I/O nets highlighted:
Scale bar: 20 um.
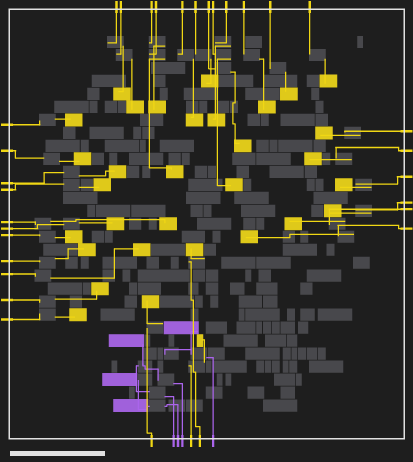
A small window of the routed layout:
Scale bar: 10 um. Window x 8 to 33, y 10 to 35 um. Cells in grey, sequential cells in the stronger grey; small squares are vias.
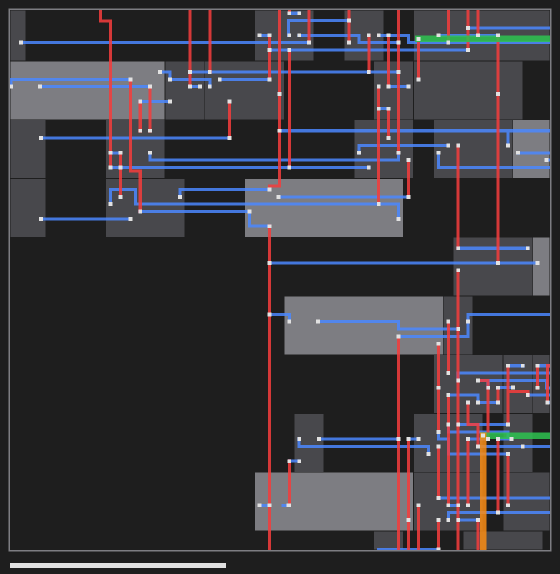
`src/rtl/cfglut5_init_loader.sv`:
```
// cfglut5_init_loader
//   Reprograms CFGLUT5 dynamic LUTs at run time. A 32-bit INIT image taken
//   from a valid/ready request is shifted MSB first into one of NUM_LUTS
//   CFGLUT5 instances over a shared CDI line, using that instance's own CE.
//
// Ports
//   i_clk        clock shared with the CFGLUT5 array
//   i_rst        synchronous active-high reset
//   i_req_valid  load request valid
//   o_req_ready  loader can accept a request
//   i_req_sel    index of the target LUT
//   i_req_init   new INIT image (bit n = LUT output for address n)
//   o_ce         per-LUT shift enable, one-hot or zero
//   o_cdi        shared serial configuration data
//   o_busy       shift sequence in progress
//   o_done       one-cycle pulse at the end of every accepted request
//   o_err        pulses with o_done when i_req_sel >= NUM_LUTS
//
// Optional readback (macro CFGLUT5_INIT_LOADER_READBACK_EN)
//   i_cdo        CDO outputs of the CFGLUT5 array
//   o_rd_init    previous INIT image of the last reloaded LUT
//
// States
//   S_IDLE  | ready for a request
//   S_SHIFT | 32 cycles shifting the image into the selected LUT
//   S_DONE  | one-cycle completion pulse (with ERR for a bad select)

module cfglut5_init_loader #(
  parameter int NUM_LUTS = 4,
  parameter int SEL_W    = 2
) (
  input  logic                i_clk,
  input  logic                i_rst,
  input  logic                i_req_valid,
  output logic                o_req_ready,
  input  logic [SEL_W-1:0]    i_req_sel,
  input  logic [31:0]         i_req_init,
  output logic [NUM_LUTS-1:0] o_ce,
  output logic                o_cdi,
  output logic                o_busy,
  output logic                o_done,
  output logic                o_err
`ifdef CFGLUT5_INIT_LOADER_READBACK_EN
  ,
  input  logic [NUM_LUTS-1:0] i_cdo,
  output logic [31:0]         o_rd_init
`endif
);

  typedef enum logic [1:0] {
    S_IDLE,
    S_SHIFT,
    S_DONE
  } state_t;

  state_t              r_state, w_state_nxt;
  logic [4:0]          r_cnt, w_cnt_nxt;
  logic [31:0]         r_sh, w_sh_nxt;
  logic [SEL_W-1:0]    r_sel, w_sel_nxt;
  logic [NUM_LUTS-1:0] r_ce, w_ce_nxt;
  logic                r_ready, w_ready_nxt;
  logic                r_busy, w_busy_nxt;
  logic                r_done, w_done_nxt;
  logic                r_err, w_err_nxt;
  logic                w_sel_ok;

  assign w_sel_ok = (32'(i_req_sel) < 32'(NUM_LUTS));

  always_comb begin
    w_state_nxt = r_state;
    w_cnt_nxt   = r_cnt;
    w_sh_nxt    = r_sh;
    w_sel_nxt   = r_sel;
    w_ce_nxt    = '0;
    w_ready_nxt = 1'b0;
    w_busy_nxt  = 1'b0;
    w_done_nxt  = 1'b0;
    w_err_nxt   = 1'b0;
    case (r_state)
      S_IDLE: begin
        if (i_req_valid && r_ready) begin
          w_sel_nxt = i_req_sel;
          w_cnt_nxt = 5'd0;
          if (w_sel_ok) begin
            w_state_nxt = S_SHIFT;
            w_sh_nxt    = i_req_init;
            w_ce_nxt    = NUM_LUTS'(1) << i_req_sel;
            w_busy_nxt  = 1'b1;
          end else begin
            // bad select: accepted, but nothing is shifted and CDI stays 0
            w_state_nxt = S_DONE;
            w_done_nxt  = 1'b1;
            w_err_nxt   = 1'b1;
          end
        end else begin
          w_ready_nxt = 1'b1;
        end
      end
      S_SHIFT: begin
        // CDI is the MSB of this register, so shifting left walks MSB first
        w_sh_nxt = {r_sh[30:0], 1'b0};
        if (r_cnt == 5'd31) begin
          w_state_nxt = S_DONE;
          w_done_nxt  = 1'b1;
        end else begin
          w_cnt_nxt  = r_cnt + 5'd1;
          w_ce_nxt   = r_ce;
          w_busy_nxt = 1'b1;
        end
      end
      S_DONE: begin
        w_state_nxt = S_IDLE;
        w_ready_nxt = 1'b1;
      end
      default: begin
        w_state_nxt = S_IDLE;
      end
    endcase
  end

  always_ff @(posedge i_clk) begin
    if (i_rst) begin
      r_state <= S_IDLE;
      r_cnt   <= 5'd0;
      r_sh    <= 32'd0;
      r_sel   <= '0;
      r_ce    <= '0;
      r_ready <= 1'b0;
      r_busy  <= 1'b0;
      r_done  <= 1'b0;
      r_err   <= 1'b0;
    end else begin
      r_state <= w_state_nxt;
      r_cnt   <= w_cnt_nxt;
      r_sh    <= w_sh_nxt;
      r_sel   <= w_sel_nxt;
      r_ce    <= w_ce_nxt;
      r_ready <= w_ready_nxt;
      r_busy  <= w_busy_nxt;
      r_done  <= w_done_nxt;
      r_err   <= w_err_nxt;
    end
  end

  assign o_req_ready = r_ready;
  assign o_ce        = r_ce;
  assign o_cdi       = r_sh[31];
  assign o_busy      = r_busy;
  assign o_done      = r_done;
  assign o_err       = r_err;

`ifdef CFGLUT5_INIT_LOADER_READBACK_EN
  logic [31:0] r_rd_init;

  // CDO is the LUT's current MSB; sampling it on each enabled edge
  // collects the old image while the new one is shifted in.
  always_ff @(posedge i_clk) begin
    if (i_rst) begin
      r_rd_init <= 32'd0;
    end else if (r_state == S_SHIFT) begin
      r_rd_init <= {r_rd_init[30:0], i_cdo[r_sel]};
    end
  end

  assign o_rd_init = r_rd_init;
`endif

endmodule

```
`config.mk`:
```
export PLATFORM = sky130hd
export DESIGN_NAME = cfglut5_init_loader
export DESIGN_NICKNAME = d
export VERILOG_FILES = /design/src/rtl/cfglut5_init_loader.sv
export SDC_FILE = /design/constraint.sdc
export NUM_CORES = 1
export LEC_CHECK = 0
export CORE_ASPECT_RATIO = 1.1
export CORE_MARGIN = 5
export CORE_UTILIZATION = 35
export CTS_CLUSTER_DIAMETER = 120
export DETAILED_ROUTE_END_ITERATION = 7
export HOLD_SLACK_MARGIN = 0.08
export PLACE_DENSITY = 0.57
export SLEW_MARGIN = 20
export SYNTH_ARGS = -nofsm -noshare
export SYNTH_HDL_FRONTEND = slang
export SYNTH_SLANG_ARGS = --single-unit
```
`constraint.sdc`:
```
create_clock -name i_clk -period 3.32 [get_ports i_clk]
set_input_delay 0.498 -clock i_clk [delete_from_list [all_inputs] [get_ports i_clk]]
set_output_delay 0.498 -clock i_clk [all_outputs]
set_load 0.03 [all_outputs]
```
==> flow_metrics.env <==
# yosys + openroad results
export IMPL_pin_count=46
export IMPL_cts_resized=0
export IMPL_setup_viol=0
export IMPL_hpwl_um=2800
export IMPL_yosys_area_share_simple_pct=7.50
export IMPL_setup_tns_ns=0
export IMPL_finalClockPeriodUsage_pct=59.5
export IMPL_cts_inserted_buffers=5
export IMPL_yosys_area_share_aoi_pct=24.6
export IMPL_numSynthFlops=46
export IMPL_via_per_inst=5.18
export IMPL_fp_nets=248
export IMPL_arrival_ns=2.22
export IMPL_fill_cells=577
export IMPL_edf_count=0
export IMPL_crit_type="register to register"
export IMPL_grt_pass1_wl_um=7290
export IMPL_run_status="completed"
export IMPL_routedWlPerCell_um=14.2
export IMPL_logic_family="AND-OR/OR-AND gates"
export IMPL_worstPathRequired_ns=3.56
export IMPL_path_buffers=0
export IMPL_antenna_found_initial=0
export IMPL_drtAntennaViolNets=0
export IMPL_warnings=26
export IMPL_area_growth_pct=27.9
export IMPL_ys_seq_share_pct=45.6
export IMPL_port_buffers=44
export IMPL_clkLatencyLatePin_ns=0.29
export IMPL_ys_cells=209
export IMPL_slowest_stage="or3b_1"
export IMPL_hold_path_class="register to register"
export IMPL_p_sw_uw=324
export IMPL_period_minus_slack_ns=1.98
export IMPL_synth_area_um2=2020
export IMPL_p_clk_share_pct=32.0
export IMPL_rows=29
export IMPL_cap_violations=0
export IMPL_grt_max_degree=46
export IMPL_cp_max_fo=7
export IMPL_power_uw=1270
export IMPL_hold_buffers=0
export IMPL_yosysTopAreaCellShare_pct=45.6
export IMPL_xor_area_share_pct=0
export IMPL_p_leak_uw=0.00108
export IMPL_p_seq_uw=629
export IMPL_ys_types=28
export IMPL_regArea_um2=921
export IMPL_yosysTopAreaCell="dfxtp_1"
export IMPL_common_cells="46 x dfxtp_1, 36 x a21oi_1, 31 x a211oi_1, 31 x mux2i_1, 14 x clkbuf_1"
export IMPL_fp_util_pct=35.4
export IMPL_p_int_uw=946
export IMPL_cts_max_level=2
export IMPL_adder_share_pct=1.24
export IMPL_drt_total_wl_um=4550
export IMPL_synthArstFlopShare_pct=0
-- 'I/O nets highlighted' (at the start) --
yellow -> `i_req_init`  # bits 32, direction input, edge 12 top, 11 left, 6 right, 3 bottom, end cells 32, buffers 32, wire 730 um
purple -> `o_ce`  # bits 4, direction output, edge bottom, end cells 4, buffers 4, wire 91.8 um

-- 'a small window of the routed layout' (at the start) --
green -> met3
orange -> met4
red -> met2
blue -> met1
most frequent = dfxtp_1 (4)
sequential cells in the window = 4
netlist names of flops here include = `o_ce` (2), `r_sh` (2)
cells with their middle in the window = 24

## final timing paths
kind                            to  slack (ns)  cells after the start
min          r_cnt[4]$_SDFFE_PP0P_        0.48                      2
min reg2reg  r_cnt[4]$_SDFFE_PP0P_        0.48                      2
max          r_cnt[3]$_SDFFE_PP0P_        1.34                      6
max reg2reg  r_cnt[3]$_SDFFE_PP0P_        1.34                      6
## layer usage
metal / share of wire, % / routed length, um / vias up / GRT usage [%]
li1: - / - / 842 / -
met2: 47 / 2150 / 27 / 19.9
met5: 0 / 0 / - / 0
met3: 4.3 / 195 / 7 / 3.79
met4: 1.3 / 57 / 0 / 4.98
met1: 47 / 2140 / 780 / 16.7
## logic make-up (layout without fill, tap and decap cells)
| kind of cell | count (synthesis) | in the layout |
|---|---|---|
| AOI/OAI and AO/OA | 78 | 78 |
| adders and majority gates | 2 | 2 |
| buffers and inverters | 25 | 59 |
| DFF | 46 | 46 |
| muxes | 31 | 31 |
| other | 1 | 1 |
| and+or+nand+nor | 26 | 26 |
## cell type report
type	count	area share, %
multi-input cells	138	38.4
clock buffers	7	2.95
repair buffers	46	17.4
clock inverters	1	1.16
flip-flops and latches	46	35.6
inverters	5	0.726
well taps	77	3.73
## state kept, by name, summed over array words and instances (netlist names)
register	cells
r_cnt	5
r_state	2
o_done	1
o_busy	1
o_req_ready	1
o_ce	4
r_sh	32
## through the flow
| step | hold slack [ns] | setup WS, ns | std cells | cell area [um^2] |
|---|---|---|---|---|
| 6_report | 0.476 | 1.34 | 320 | 2580 |
| 2_1_floorplan | 0.449 | 1.41 | 209 | 2020 |
| 3_3_place_gp | 0.471 | 1.38 | 312 | 2480 |
| 4_1_cts | 0.481 | 1.34 | 320 | 2580 |
| 5_1_grt | 0.515 | 1.24 | 320 | 2580 |
| 3_5_place_dp | 0.468 | 1.36 | 312 | 2480 |
